Run 1, signal wires by layer:
Only two layers are drawn.
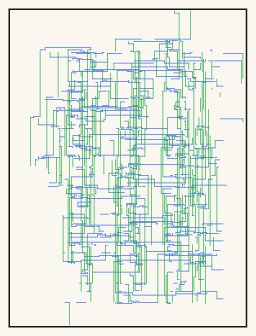
Run 1, clock routing:
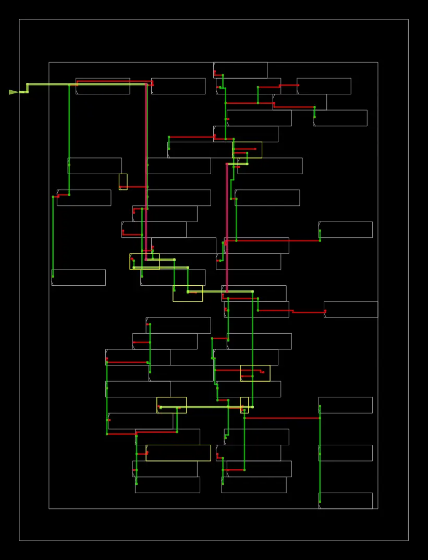
Run 1, sequential cells grouped by signal name:
Bar = 20 um.
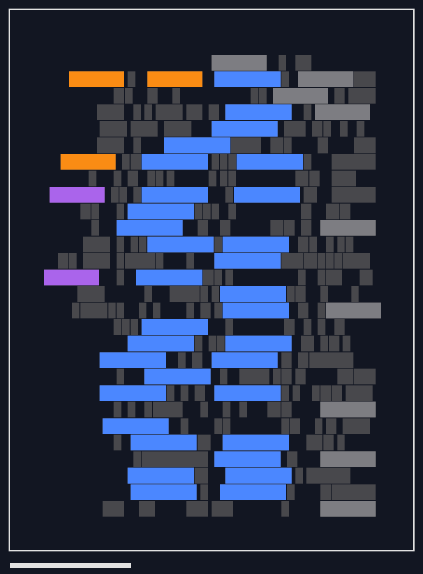
File: config.mk
export PLATFORM = sky130hd
export DESIGN_NAME = turbo_block_interleaver
export DESIGN_NICKNAME = d
export VERILOG_FILES = /design/src/rtl/turbo_block_interleaver.sv
export SDC_FILE = /design/constraint.sdc
export NUM_CORES = 1
export LEC_CHECK = 0
export ABC_AREA = 1
export CORE_ASPECT_RATIO = 1.4
export CORE_MARGIN = 5
export CORE_UTILIZATION = 50
export CTS_BUF_LIST = sky130_fd_sc_hd__clkbuf_8
export CTS_CLUSTER_DIAMETER = 40
export CTS_CLUSTER_SIZE = 8
export DETAILED_ROUTE_END_ITERATION = 8
export PLACE_DENSITY = 0.68
export SLEW_MARGIN = 20
export SYNTH_ARGS = -nofsm -noshare
export SYNTH_HDL_FRONTEND = slang
export SYNTH_SLANG_ARGS = --single-unit
File: constraint.sdc
create_clock -name clk -period 1.91 [get_ports clk]
set_input_delay 0.382 -clock clk [delete_from_list [all_inputs] [get_ports clk]]
set_output_delay 0.382 -clock clk [all_outputs]
set_load 0.05 [all_outputs]
File: src/rtl/turbo_block_interleaver.sv
// turbo_block_interleaver: row/column block interleaver feeding the second RSC encoder.
//
//   Frame of K = ROWS*COLS bits is written row-major and replayed column-major
//   (output index r reads row r%ROWS, column r/ROWS) as a valid/ready bit stream.
//
//   Ports:
//     clk        system clock, rising edge
//     clr        asynchronous active-low reset (counters, state, flags; storage kept)
//     in_valid   upstream bit available
//     in_bit     systematic input bit
//     in_ready   block can accept a bit
//     out_valid  interleaved bit available
//     out_bit    interleaved bit (combinational read of current read address)
//     out_ready  downstream accepts the bit
//     out_last   out_bit is the final bit of the interleaved frame
//     frame_done one-cycle pulse after the final bit is accepted downstream
//
//   Optional build macro TURBO_INTERLEAVER_PINGPONG_EN: two storage banks so a
//   new frame can be written while the previous one drains. Without it the
//   block alternates between a FILL and a DRAIN phase on a single buffer.
module turbo_block_interleaver #(
   parameter int ROWS = 4,
   parameter int COLS = 8,
   parameter int CW   = 3,
   parameter int RW   = 2
) (
   input  logic clk,
   input  logic clr,
   input  logic in_valid,
   input  logic in_bit,
   output logic in_ready,
   output logic out_valid,
   output logic out_bit,
   input  logic out_ready,
   output logic out_last,
   output logic frame_done
);
   localparam int K  = ROWS * COLS;
   localparam int AW = $clog2(K);

   logic [RW-1:0] wr_row, rd_row;
   logic [CW-1:0] wr_col, rd_col;
   logic [AW-1:0] wr_addr, rd_addr;
   logic          wr_acc, rd_acc, wr_end, rd_end;

   assign wr_acc   = in_valid & in_ready;
   assign rd_acc   = out_valid & out_ready;
   assign wr_end   = (wr_row == RW'(ROWS - 1)) && (wr_col == CW'(COLS - 1));
   assign rd_end   = (rd_row == RW'(ROWS - 1)) && (rd_col == CW'(COLS - 1));
   assign wr_addr  = AW'(wr_row) * AW'(COLS) + AW'(wr_col);
   assign rd_addr  = AW'(rd_row) * AW'(COLS) + AW'(rd_col);
   // Read counters idle at zero outside a drain, so gating with out_valid
   // keeps out_last low during reset and while filling.
   assign out_last = out_valid & rd_end;

   // Write walks columns fastest, read walks rows fastest; both clear at frame end.
   always_ff @(posedge clk or negedge clr) begin
      if (!clr) begin
         wr_row <= '0;
         wr_col <= '0;
         rd_row <= '0;
         rd_col <= '0;
      end else begin
         if (wr_acc) begin
            wr_col <= (wr_col == CW'(COLS - 1)) ? '0 : wr_col + 1'b1;
            wr_row <= wr_end ? '0 : (wr_col == CW'(COLS - 1)) ? wr_row + 1'b1 : wr_row;
         end
         if (rd_acc) begin
            rd_row <= (rd_row == RW'(ROWS - 1)) ? '0 : rd_row + 1'b1;
            rd_col <= rd_end ? '0 : (rd_row == RW'(ROWS - 1)) ? rd_col + 1'b1 : rd_col;
         end
      end
   end

`ifdef TURBO_INTERLEAVER_PINGPONG_EN
   logic [K-1:0] mem [2];
   logic [1:0]   full, full_n;
   logic         wr_bank, rd_bank, wr_bank_n, rd_bank_n;

   always_ff @(posedge clk) begin
      if (wr_acc) mem[wr_bank][wr_addr] <= in_bit;
   end

   assign out_bit = mem[rd_bank][rd_addr];

   // Write and read completions may land in the same cycle; they always
   // touch different banks, so both updates apply.
   always_comb begin
      full_n = full;
      if (wr_acc && wr_end) full_n[wr_bank] = 1'b1;
      if (rd_acc && rd_end) full_n[rd_bank] = 1'b0;
      wr_bank_n = wr_bank ^ (wr_acc & wr_end);
      rd_bank_n = rd_bank ^ (rd_acc & rd_end);
   end

   // Handshake flags are registered from the next-state bank view so they
   // match !full[wr_bank] / full[rd_bank] while staying low during reset.
   always_ff @(posedge clk or negedge clr) begin
      if (!clr) begin
         full       <= '0;
         wr_bank    <= 1'b0;
         rd_bank    <= 1'b0;
         in_ready   <= 1'b0;
         out_valid  <= 1'b0;
         frame_done <= 1'b0;
      end else begin
         full       <= full_n;
         wr_bank    <= wr_bank_n;
         rd_bank    <= rd_bank_n;
         in_ready   <= ~full_n[wr_bank_n];
         out_valid  <= full_n[rd_bank_n];
         frame_done <= rd_acc & rd_end;
      end
   end
`else
   typedef enum logic {FILL, DRAIN} state_t;

   state_t       state;
   logic [K-1:0] mem;

   always_ff @(posedge clk) begin
      if (wr_acc) mem[wr_addr] <= in_bit;
   end

   assign out_bit = mem[rd_addr];

   always_ff @(posedge clk or negedge clr) begin
      if (!clr) begin
         state      <= FILL;
         in_ready   <= 1'b0;
         out_valid  <= 1'b0;
         frame_done <= 1'b0;
      end else begin
         frame_done <= 1'b0;
         if (state == FILL) begin
            in_ready <= ~(wr_acc & wr_end);
            if (wr_acc && wr_end) begin
               state     <= DRAIN;
               out_valid <= 1'b1;
            end
         end else if (rd_acc && rd_end) begin
            state      <= FILL;
            in_ready   <= 1'b1;
            out_valid  <= 1'b0;
            frame_done <= 1'b1;
         end
      end
   end
`endif
endmodule

==> results.txt, run 1 <==
Figures from the flow reports.

Routing:
- The run gives the met2 wire length as 2285 um.
- The run puts the per-cell via count in the routed design at about 5.0.
- The run puts the routed length on met3 at 128 um.
- For this block, the routed nets add up to 4117 um of wire.
- The run puts the total iterations of the first detailed-routing run at 4.
- The run gives the top routing layer in use as met4.

Placed design:
- The buffer_ports step reported a buffer count of 9.
- The run gives the final HPWL from detailed placement as approximately 3000 um.
- The run gives the number of cells after detailed placement as a little under 300.

Yosys:
- The run gives the post-synthesis cell type with the largest combined area as sky130_fd_sc_hd__edfxtp_1.
- Per the synthesis report, the single largest cell type by area occupies 43.19% of cell area.
- For this run, the leading register cell type out of synthesis is sky130_fd_sc_hd__edfxtp_1.
- The run gives the most popular library cell in the synthesized design by count as sky130_fd_sc_hd__nand2_1.
- The run puts the yosys cell count at 228.
- The run puts the synthesized netlist cell count at between 200 and 250.
- The run gives the number of nets in the synthesized netlist as 246.
- The run gives the yosys-reported design area after synthesis as 0.002225 sq mm.
- For reference, the post-synthesis area per instance comes to between 9 and 10 sq um.
- Yosys mapped a number of flops with a built-in enable equal to 32.
- The run puts the fraction of registers with async set/reset at between 30% and 40%.
- The run puts the total standard cell area after synthesis at 0.002225 sq mm.
- The run gives the distinct cell type count of the synthesized netlist as 17.

Clock tree:
- Clock tree synthesis selected as its root buffer the cell sky130_fd_sc_hd__clkbuf_8.
- The run gives the H-tree depth as 2.
- Looking at the worst setup and hold paths, the clock pins of their registers show a slew of 0.09 ns.
- TritonCTS built the clock tree.
- The run puts the TritonCTS buffer count at 5.
- For this design, the CTS-stage hold fixing added 0 buffers.

Critical path:
- The run gives the end point of the critical path as out_bit.
- The run gives the instance count on the critical path as 11.
- The critical path in this run is classified as flip-flop to output pin.
- Per the post-run analysis, buffers plus inverters along the critical path come to 3.
- The run gives the critical path launch point as rd_col[0].
- The worst setup path is captured at an output pin.
- The run gives the worst endpoint required time as between 1.5 and 2 ns.
- The run gives the maximum fanout along the worst path as 18.
- The run gives the delay of the slowest cell on the worst path as 0.41 ns.
- For the worst setup path, the data arrival time is 1.66 ns.
- The run gives the kind of cell with the highest combined delay on the critical path as simple AND/OR/NAND/NOR gates.
- STA classifies the critical path startpoint as a flip-flop.
- The run gives the register-to-register setup slack as ~0.27 ns.
- The signal on the critical path passes through buf_12 > inv_16 > nand2_2 > nand3_2 > nand3_1 > nand2_1 > nand2_1 > nand2_1 > nand2_1 > nand2_2 > buf_12.

Finish:
- The run puts the final layout net count at 264.
- The run gives the layout filler cell count as 381.
- Of the cells placed in the final design, the portion with a size suffix greater than 1 is 13.36%.
- The area taken by multi-input combinational cells is reported as 824.5 sq um.
- The run gives the relative area change from synthesis to final layout as 15.86%.

Outcome:
- The flow ran to the end, but the final reports show violations.
- The final reports fail on negative setup slack.

Power and ir drop:
- The run puts the portion of total power attributed to sequential cells at a little under two fifths.
- The run gives the design internal power as around 2.2 mW.
- The run gives the switching share of power as between 30% and 40%.
- The run gives the maximum vdd ir drop as approximately 0.00067 V.
- The clock network burns 19.4% of the power.
- The run puts the standby leakage power at 1.074 nW.
- The run puts the net load switching power at 1.403 mW.

GRT:
- The run gives the wire length of the first global-routing pass as 6982 um.
- The run puts the largest net degree at the start of global routing at 33.
- The run puts the number of global-route vias before repair at 1552.
- The run gives the overall overflow remaining after global route as 0.

Final timing:
- The run gives the top achievable clock speed as 490.0 MHz.
- Hold-check failures listed in the final report amount to 0.
- The end-of-flow timing check tallies setup violations at 2.
- The run puts the final worst-path setup slack at -0.1310 ns.
- The run puts the fraction of the cycle the final worst path needs at 106.9%.
- The run gives the final period demand of the worst path as 2.041 ns.
- The run puts the normalized max-slew margin at 66.17%.
- Setup repair after global routing could not meet its margin everywhere.

Die:
- The run gives the area of the placeable core as 0.004274 sq mm.
- The run puts the chip height at 88.93 um.
- The initial utilization of the core area, before any placement, comes to a little over half.
- The run gives the number of placement rows as 28.
- The run gives the count of boundary I/O pins as 10.

Run:
- The run puts the number of OpenROAD warnings at 35.

Hold path:
- The run gives the worst min-delay path category as input port to async pin.
## Picture notes: 'signal wires by layer'
blue -> M1  # wire length 1610 um
green -> M2  # wire length 2290 um
All-Layer GR Usage: 16.07%
via count: 1549
routed length per placed instance: 13.41 um

## Picture notes: 'clock routing'
clock latency on the worst-skew pair: 0.30 ns
final clock skew: 0.008942 ns
tally of clock buffers in the finished layout: 5
Flop Count: 46
clock sink count: 46

## Picture notes: 'sequential cells grouped by signal name'
blue -> mem  # sequential cells 32
orange -> wr_col  # sequential cells 3
purple -> wr_row  # sequential cells 2
not colored = 9
Register Area: 0.001311 sq mm
share of cell area taken by flip-flops and latches: 50.87%
seq pwr: 1.35 mW
fin util: 60.30%

[run 1: layer usage]
| metal | GRT usage (%) | up-vias |
|---|---|---|
| met1 | 16.96 | 735 |
| met5 | 0 | - |
| met2 | 29.99 | 23 |
| met4 | 7.763 | 0 |
| met3 | 3.270 | 8 |
| li1 | - | 783 |
[run 1: placed cells by master, fill, tap and decap left out]
cell type,count
sky130_fd_sc_hd__nand3_2,3
sky130_fd_sc_hd__buf_4,6
sky130_fd_sc_hd__clkinv_1,1
sky130_fd_sc_hd__nor2_4,1
sky130_fd_sc_hd__inv_2,1
sky130_fd_sc_hd__dfrtp_1,14
sky130_fd_sc_hd__buf_12,4
sky130_fd_sc_hd__nand2_2,11
sky130_fd_sc_hd__o21ai_0,9
sky130_fd_sc_hd__bufinv_16,1
sky130_fd_sc_hd__nand2_1,59
sky130_fd_sc_hd__edfxtp_1,32
sky130_fd_sc_hd__clkdlybuf4s50_1,5
sky130_fd_sc_hd__dlymetal6s2s_1,1
sky130_fd_sc_hd__clkbuf_8,5
sky130_fd_sc_hd__inv_16,1
sky130_fd_sc_hd__nor2_1,36
sky130_fd_sc_hd__nor3_1,1
sky130_fd_sc_hd__a21oi_1,5
sky130_fd_sc_hd__nand3_1,24
sky130_fd_sc_hd__ha_1,13
sky130_fd_sc_hd__inv_1,14
[run 1: cells by family (layout without fill, tap and decap cells)]
| group | count (synthesis) | after routing | synth area share (%) |
|---|---|---|---|
| fa+ha+maj | 13 | 13 | 7.312 |
| flops | 46 | 46 | 58.94 |
| simple gates | 135 | 135 | 25.37 |
| compound gates | 14 | 14 | 3.149 |
| buf+inv | 20 | 39 | 5.231 |
[run 1: stage by stage]
step | util (%) | TNS, ns | setup WS [ns] | power (mW) | cell area [sq um]
2_1_floorplan | - | 0 | 0.1217 | 2.406 | 2225
3_3_place_gp | 56.44 | 0 | 0.1254 | 2.779 | 2412
3_5_place_dp | 56.44 | 0 | 0.1191 | 2.810 | 2412
4_1_cts | 60.13 | -0.1662 | -0.1293 | 3.598 | 2570
5_1_grt | 60.30 | -0.3537 | -0.2613 | 3.854 | 2577
6_report | 60.30 | -0.1593 | -0.1310 | 3.576 | 2577
[run 1: registers in the layout, indices dropped and copies added, names as in the netlist]
| register | count |
|---|---|
| out_valid | 1 |
| rd_row | 2 |
| rd_col | 3 |
| wr_row | 2 |
| mem | 32 |
| wr_col | 3 |
| frame_done | 1 |
| state | 1 |
| in_ready | 1 |
[run 1: power groups by stage]
| stage | clock network (mW) | registers (mW) | logic [mW] |
|---|---|---|---|
| global route | 0.754 | 1.37 | 1.73 |
| finish | 0.695 | 1.35 | 1.53 |
| global placement | 0 | 1.37 | 1.41 |
| floorplan | 0 | 1.37 | 1.04 |
| detailed placement | 0 | 1.37 | 1.44 |
| CTS | 0.704 | 1.35 | 1.54 |
[run 1: cell type report]
type	instances	area share [%]
clock buffer	5	2.670
clock inverter	3	1.456
inverter	15	2.816
multi-input combinational	162	31.99
sequential	46	50.87
tap	60	2.913
timing repair buffer	16	7.282
[run 1: what timing repair did]
item | in CTS | in global routing
setup endpoints to repair | 2 | 3
resized | 9 | 2
endpoints found under the hold margin | 0 | 0
buffers inserted | 1 | 0
==> run 2, diff against run 1 <==
Settings changed: SKIP_LAST_GASP from default to 1.
Run 2, sequential cells grouped by signal name:
Bar = 20 um.
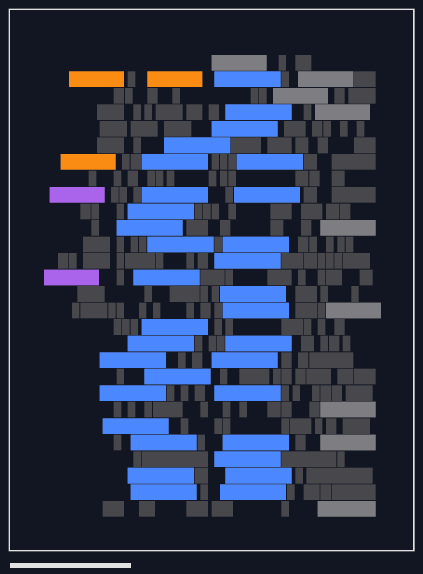
seq pwr: 1.37 mW
Register Area: 0.001313 sq mm
share of cell area taken by flip-flops and latches: 48.95%
fin util: 62.73%

==> results.txt, run 2 <==
Figures from the flow reports.

Clock tree:
- TritonCTS built the clock tree.
- The tree is rooted in a sky130_fd_sc_hd__clkbuf_8.
- The run puts the worst-skew pair later-pin latency at 0.30 ns.
- In this run, post-CTS hold repair placed 0 buffers.
- The H-tree was split into 2 levels.
- The run gives the number of clock sinks as 46.
- The run gives the TritonCTS buffer count as 5.

Finish:
- The largest registers in the layout are mem x32, rd_col x3, wr_col x3.
- 0 antenna diodes ended up in the layout.
- The post-route netlist has a little under a fifth of its cells at a drive strength greater than 1.
- The register with the most flip-flops in the final layout is mem.
- The register with the most flip-flops in the layout has 32 of them.
- The library cell used most frequently in the layout, excluding fill and tap cells, is sky130_fd_sc_hd__nand2_1.
- According to the finish report, the design has a final net count of around 270.
- In the layout the commonest cells are sky130_fd_sc_hd__nand2_1, sky130_fd_sc_hd__nor2_1, sky130_fd_sc_hd__edfxtp_1.

Critical path:
- The run gives the worst path arrival time as 1.70 ns.
- STA classifies the critical path startpoint as a flip-flop.
- The run puts the maximum fanout along the worst path at 9.
- The run puts the register-to-register setup slack at 0.27 ns.
- The run gives the depth of the worst register-to-register path as 6.
- The run gives the worst endpoint required time as roughly 1.5 ns.
- The run gives the type of the worst setup path as flip-flop to output pin.

Yosys:
- After synthesis, the netlist uses 17 different library cells.
- The run puts the area share of the largest cell type after synthesis at 43.19%.
- The run gives the total standard cell area after synthesis as 0.002225 sq mm.
- After synthesis, the chip area reported by Yosys is roughly 0.0022 sq mm.
- The run gives the share of synthesized cell area in and, or, nand and nor gates as between 20% and 30%.
- The run gives the share of synthesized cell area in and-or and or-and compound cells as 3.150%.
- The run puts the multiplexer area fraction after synthesis at 0%.
- The run gives the average size of a mapped cell as 9.757 sq um.
- Looking at area per cell type in the netlist, the leader is sky130_fd_sc_hd__edfxtp_1.
- The synthesis report names the predominant flop master as sky130_fd_sc_hd__edfxtp_1.
- Grouping non-sequential cells by family puts the most area in simple AND/OR/NAND/NOR gates.
- The synthesis stats list as the most numerous cell sky130_fd_sc_hd__nand2_1.
- The run gives the fraction of registers with async set/reset as 30.43%.
- The run puts the yosys cell count at 228.
- The run puts the number of flops mapped to enable cells by yosys at 32.
- Per the synthesis report, the XOR/XNOR share of the synthesized area is 0%.
- The run gives the number of nets in the synthesized netlist as 246.
- The run gives the area share of fa/ha/maj cells after synthesis as between 7 and 8%.

Run:
- The run puts the number of OpenROAD warnings at 35.

Final timing:
- The run puts the final period demand of the worst path at 2.082 ns.
- Derived from the worst setup path, the maximum achievable clock frequency is between 400 and 500 MHz.
- The final layout reports a setup TNS of -0.2278 ns.
- The run gives the count of final hold-check violations as 0.
- The run gives the total setup violations reported at the end of the flow as 2.
- Setup repair after global routing could not meet its margin everywhere.
- The run gives the normalized max-slew margin as 66.17%.
- The run puts the fraction of the cycle the final worst path needs at 109.0%.
- The run gives the final worst-path setup slack as -0.1724 ns.

Routing:
- The run gives the total length of routed wires as 4312 um.
- In the final routed layout, each cell accounts on average for 13.91 um.
- The run gives the via count as roughly 1600.
- The run gives the per-cell via count in the routed design as between 5 and 6.
- The run gives the total iterations of the first detailed-routing run as 4.

Power and ir drop:
- The run puts the portion of total power attributed to sequential cells at 36.1%.
- Internal power comes to 2.271 mW.
- The run puts the net load switching power at 1.508 mW.
- The run puts the maximum vdd ir drop at slightly below 0.0007 V.

Die:
- Once the floorplan was initialized, standard cells occupied between 50% and 60% of the core.
- The run gives the number of placement rows as 28.
- Per the OpenROAD floorplan log, the height of the die is a little under 90 um.
- The core region is 0.004274 sq mm.

Hold path:
- According to the hold report, the worst path is of the input port to async pin type.

Placed design:
- After detailed placement, the total cell area comes to 0.002412 sq mm.
- The run puts the final HPWL from detailed placement at 3000 um.

Outcome:
- The checks that failed: negative setup slack.
- The flow ran to the end, but the final reports show violations.

GRT:
- Entering global routing, the biggest net connects 33 pins.
- The number of global-route vias before repair came to 1542.
- The run gives the overall overflow remaining after global route as 0.
Run 2, wires at chosen ports, followed through buffers:
Bar = 20 um.
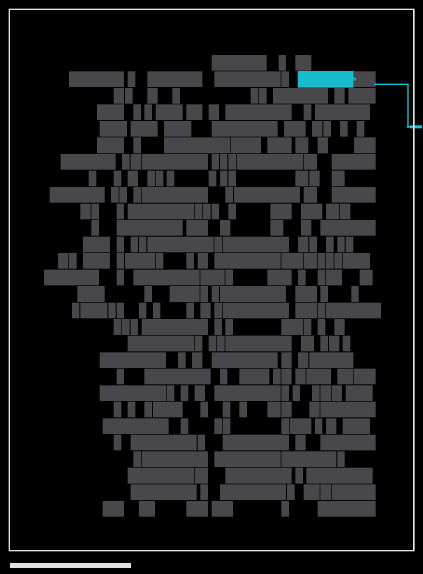
cyan -> frame_done  # bits 1, direction output, edge right, end cells 1, buffers 1, wire 13.5 um
IO buf count: 9
number of I/O pins: 10

==> run 2: final cells by class <==
| class | instances | area, sq um |
|---|---|---|
| fill | 365 | 1593 |
| sequential | 46 | 1313 |
| multi-input combinational | 162 | 869.6 |
| timing repair buffer | 18 | 224.0 |
| inverter | 15 | 82.58 |
| tap | 60 | 75.07 |
| clock buffer | 5 | 68.82 |
| clock inverter | 3 | 37.54 |
| timing repair inverter | 1 | 11.26 |
==> run 2: routing by layer <==
layer  global-route usage, %  vias to the layer above  routed length (um)
li1                        -                      790                   -
met1                   16.87                      758                1692
met2                   29.63                       27                2396
met3                   3.270                        6                 153
met4                   7.394                        0                  70
met5                       0                        -                   0
==> run 2: kinds of logic after synthesis <==
logic type	count (synthesis)
AOI/OAI and AO/OA	14
DFF	46
buffers and inverters	20
adders and majority gates	13
and+or+nand+nor	135
==> run 2: worst max-delay path by stage <==
stage	cells after the start	from	to
after floorplan	2	out_valid	out_last
after global placement	5	in_valid	mem[2]
after detailed placement	5	in_valid	mem[2]
after CTS	11	rd_col[0]	out_bit
after global routing	11	rd_col[0]	out_bit
final	11	rd_col[0]	out_bit
==> run 2: repair_timing <==
item	4_1_cts	5_1_grt
gates cloned	0	2
pin swaps	0	15
setup endpoints to repair	2	3
gates resized	5	19
buffers inserted	1	1
==> run 2: power by group through the flow <==
stage / clock network [mW] / registers, mW / logic (mW)
6_report: 0.705 / 1.37 / 1.71
5_1_grt: 0.759 / 1.38 / 1.90
4_1_cts: 0.704 / 1.35 / 1.53
3_5_place_dp: 0 / 1.37 / 1.44
3_3_place_gp: 0 / 1.37 / 1.41
2_1_floorplan: 0 / 1.37 / 1.04
==> run 2: per-stage QoR <==
| step | hold slack [ns] | power [mW] | worst slack (ns) | util (%) | cells |
|---|---|---|---|---|---|
| 4_1_cts | 0.3960 | 3.581 | -0.1652 | 59.78 | 307 |
| 2_1_floorplan | 0.08641 | 2.406 | 0.1217 | - | 228 |
| 6_report | 0.3857 | 3.779 | -0.1724 | 62.73 | 310 |
| 3_3_place_gp | 0.4982 | 2.779 | 0.1254 | 56.44 | 298 |
| 3_5_place_dp | 0.5118 | 2.810 | 0.1191 | 56.44 | 298 |
| 5_1_grt | 0.4162 | 4.047 | -0.2786 | 62.73 | 310 |
==> run 2: worst max-delay path, cell delays in order (launching register included) <==
cell and delay, ns:
sky130_fd_sc_hd__dfrtp_2 0.42, sky130_fd_sc_hd__buf_12 0.18, sky130_fd_sc_hd__clkinv_16 0.08, sky130_fd_sc_hd__nand2_1 0.08, sky130_fd_sc_hd__nand3_2 0.09, sky130_fd_sc_hd__nand3_2 0.08
sky130_fd_sc_hd__nand2_1 0.06, sky130_fd_sc_hd__nand2_1 0.06, sky130_fd_sc_hd__nand2_1 0.06, sky130_fd_sc_hd__nand2_1 0.08, sky130_fd_sc_hd__nand2_2 0.07, sky130_fd_sc_hd__buf_12 0.14
Power figures rest on the tool's default switching activity, not on a simulated workload.
